==> config.mk <==
export PLATFORM = sky130hd
export DESIGN_NAME = rf_wb_scheduler
export DESIGN_NICKNAME = d
export VERILOG_FILES = /design/src/rtl/rf_wb_scheduler.sv
export SDC_FILE = /design/constraint.sdc
export NUM_CORES = 1
export LEC_CHECK = 0
export ABC_AREA = 1
export CAP_MARGIN = 0
export CORE_MARGIN = 1
export CORE_UTILIZATION = 43
export CTS_CLUSTER_DIAMETER = 200
export DETAILED_ROUTE_END_ITERATION = 8
export PLACE_DENSITY = 0.85
export SETUP_SLACK_MARGIN = 0.15
export SLEW_MARGIN = 25
export SYNTH_ARGS = -nofsm -noshare
export SYNTH_HDL_FRONTEND = slang
export SYNTH_SLANG_ARGS = --single-unit
==> constraint.sdc <==
create_clock -name clk -period 1.9 [get_ports clk]
set_input_delay 0.38 -clock clk [delete_from_list [all_inputs] [get_ports clk]]
set_output_delay 0.38 -clock clk [all_outputs]
set_load 0.01 [all_outputs]
==> run_1/placed.png <==
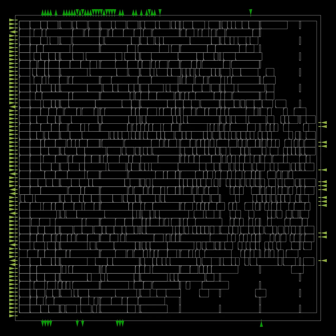
Fillers: 590
# Taps: 136
# rows: 37
Seq area share: 0.228
Final Non-Filler Cells: 1089

==> run_1/class_map.png <==
Bar = 20 um. Fill, decap, tap and diode cells in grey.
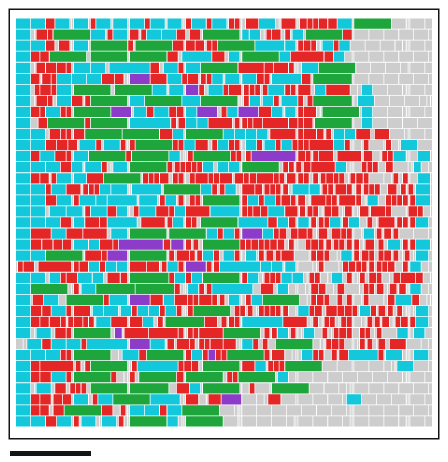
| colour | class | cells | share of their area |
|---|---|---|---|
| purple | clock drivers and dummy loads | 16 | 2.8% |
| cyan | remaining buffers and delay cells | 279 | 35% |
| red | remaining logic cells | 584 | 39% |
| green | registers | 74 | 23% |
final core occ: 0.789
core area: 0.0103 mm^2
fin area: 0.00815 mm^2

==> run_1/layers.png <==
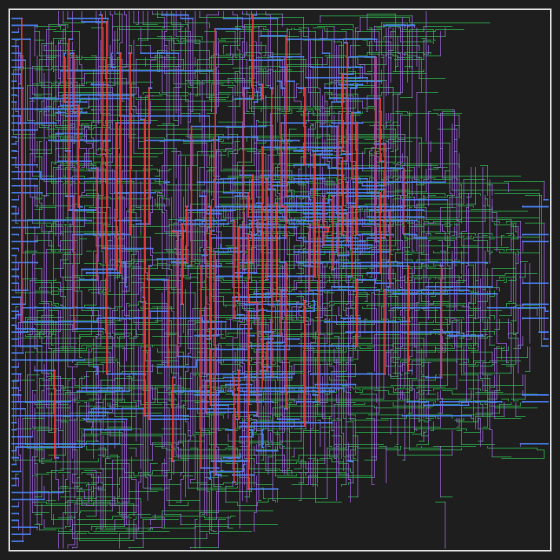
| colour | layer | wire length |
|---|---|---|
| purple | M2 | 10800 um |
| green | M1 | 7710 um |
| blue | M3 | 2100 um |
| red | M4 | 1750 um |
GRT Total Usage: 0.369
DRT Wirelength: 22400 um
wire per inst: 20.5 um
DR vias: 6365

==> GITHUB_STEP_SUMMARY <==
### Yosys + OpenROAD results

| Metric | Value |
|---|---|
| Setup violators final | around 75 |
| Final hold slack | approximately 420 ps |
| CTS H-tree lvls | 3 |
| Crit share post-route | 1.36 |
| Initial antenna violation count | 0 |
| RSZ-0062 raised after global routing | yes |
| Gate power share | 0.461 |
| Clock root buffer master | clkbuf_8 |
| Latency at later pin | approximately 370 ps |
| Vias in the first global route | approximately 6300 |
| Synth warn | 0 |
| Init Core Util | 0.445 |
| Synth top cell by count | nand2_1 |
| Placed inst area | ~0.0068 mm^2 |
| Clock buffer cells | 10 |
| Flops | about 74 |
| Clock Network Area Fraction | 0.0276 |
| Flip-flop count of the largest register after layout | 32 |
| Yosys adder share | 0.00436 |
| Part of the power in the clock network | 0.208 |
| Mapped Area | between 0.004 and 0.005 mm^2 |
| CTS tree | yes |
| Vias per cell | 5.84 |
| Cell family with most CP delay | simple AND/OR/NAND/NOR gates |
| Setup TNS | -30150 ps |
| Leak Pwr | roughly 3.9 nW |
| Tool warning count | 29 |
| Type of origin of the critical path | input pin |
| XORs/XNORs by Area | 0 |
| Non-clk bufs | roughly 280 |
| Yosys stat area | ~0.0046 mm^2 |
| Buffers & Inverters on Critical Path | 3 |
| Synthesized flop and latch total | 74 |
| Sequential-to-total area share from yosys stat | 0.404 |
| Top Ports | between 100 and 150 |
| Buffering overhead | 0.339 |
| Top logic family | simple AND/OR/NAND/NOR gates |
| Actual slew at the worst max-slew pin | ~700 ps |
| Power Total | 6.94 mW |
| Top cells, area | dfrtp_1 (40%), nand2_1 (25%), o211ai_1 (5.6%) |
| Largest cell class by area | logic gates |
| Gp weighted congestion | between 0.9 and 1 |
| Clk power | 1.44 mW |
| Signal inverters | roughly 62 |
| Clock buffers created by TritonCTS | 9 |
| Yosys cell count | approximately 700 |
| DP Wirelength | 11800 um |
| Comb area | ~0.0029 mm^2 |
| Max-slew violation count | 0 |
| Total grt overflow | 0 |
| Most numerous logic cells after layout | nand2_1 (281), clkdlybuf4s50_1 (114), buf_4 (107), dfrtp_1 (67), nand3_1 (37) |
| Horiz. Die Dim | 105 um |
| Cell Chain, Critical Path | clkdlybuf4s15_2 -> nor2_2 -> buf_4 -> nand2_1 -> o21ai_0 -> o21ai_1 -> nand2_1 -> nor2_1 -> nand2_1 -> nand2_2 -> and2_4 -> buf_6 -> nand3_4 -> fa_2 -> nand3_2 -> nand2_2 -> nand2_2 -> nand2_2 -> nand2_1 |
| Fraction of area in multi-input gates | 0.351 |
| Cell internal pwr | ~4.3 mW |
| Area share, top type | 0.398 |
| Failing checks | setup timing |
| Fin crit period | 2590 ps |
| Commonest flop | dfrtp_1 |
| First-pass GRT wire length | roughly 32000 um |
| And+or+nand+nor area frac | 0.387 |
| Placed cell count | just over 1000 |
| Ant. Diodes | 0 |
| DRT antenna net count | 0 |
| Post-route DRC | 0 |
| Commonest cells in the netlist | nand2_1 (306), dfrtp_1 (73), inv_1 (53), nand3_1 (45), o21ai_1 (35) |
| Chip area | 0.0111 mm^2 |
| Seq. cell area | between 0.0015 and 0.002 mm^2 |
| Worst EP required | about 2200 ps |
| Worst path arrival time | slightly below 3000 ps |
| Largest power group | combinational cells |
| Synth Area per Inst | ~6.7 um^2 |
| Total of max-cap violations | 0 |
| Max incr delay on CP | slightly below 400 ps |
| Layout cells sized above 1 | 0.341 |
| Largest net degree at the start of global routing | 39 |
| Synth Net Count | roughly 800 |
| Die height | between 100 and 150 um |
| Count of cell types in the netlist | 25 |
| Final net count | 1044 |
| Sw Ratio | 0.385 |
| Count of multi-input combinational gates | between 500 and 600 |
| R2R depth | 17 |
| Setup Skew | between 15 and 20 ps |
| Place WS | -1050 ps |
| Port buffer count | between 100 and 150 |
| P per Cell Area | 852 mW/mm^2 |
| Status | finished, violations left |
| Mux area share | 0.00872 |
| Number of synthesized flops with an enable pin | 0 |
| Peak fanout along the critical path | 10 |
| Asr flop ratio synth | 1.00 |
| PnR worst setup slack | -691 ps |
| CP Depth | 19 |
| Synthesized netlist cell count | approximately 700 |
| Comb pwr | about 3.2 mW |
| Critical Path Slowest Stage Cell | fa_2 |
| Seq. pwr | between 2 and 2.5 mW |
| Reg power frac | 0.332 |
| Area leader, netlist | dfrtp_1 |
| Crit end category | flip-flop |
| Max Root-Sink Buffers | 2 |
| Top cell excl fill/tap | nand2_1 |
| Layout area overhead | 77.5% |
| Worst-path clk slew | about 90 ps |
| Complex Gates by Area | 0.119 |
| Peak supply drop | between 0.0004 and 0.0005 V |
| Slew HR | 0.519 |
| Net Switching | 2.67 mW |
| CTS sink cnt | roughly 74 |
| Highest clock rate | 0.386 GHz |
| Reg2Reg Setup Slack | -670 ps |
| Hold WC Path Type | input pin to asynchronous set/reset pin |
| Initial DRC count | 737 |
| Count of final hold-check violations | 0 |
| Kind of critical path | input pin to flip-flop |
| DRT Pass-1 Iters | 5 |
run 1: per-layer routing:
layer  up-vias  routed length [um]  global-route usage  share of wire
li1       2717                   -                   -              -
met1      2963                7710               0.421           0.34
met2       518               10800               0.634           0.48
met3       167                2100              0.0921          0.094
met4         0                1750               0.198          0.078
met5         -                   0                   0              0
run 1: kinds of logic after synthesis:
kind of cell / count (synthesis)
AOI/OAI and AO/OA: 90
adders and majority gates: 1
buffers and inverters: 86
DFF: 74
muxes: 4
and+or+nand+nor: 427
run 1: timing repair:
item                                    4_1_cts  5_1_grt
gates cloned                                  9        0
pin swaps                                    33       37
buffers inserted                             18       17
hold buffers                                  1        0
hold endpoints to repair                     16        0
gates resized                               134       81
endpoints found under the setup margin       80       82
Power is estimated from default activity; no workload was simulated.
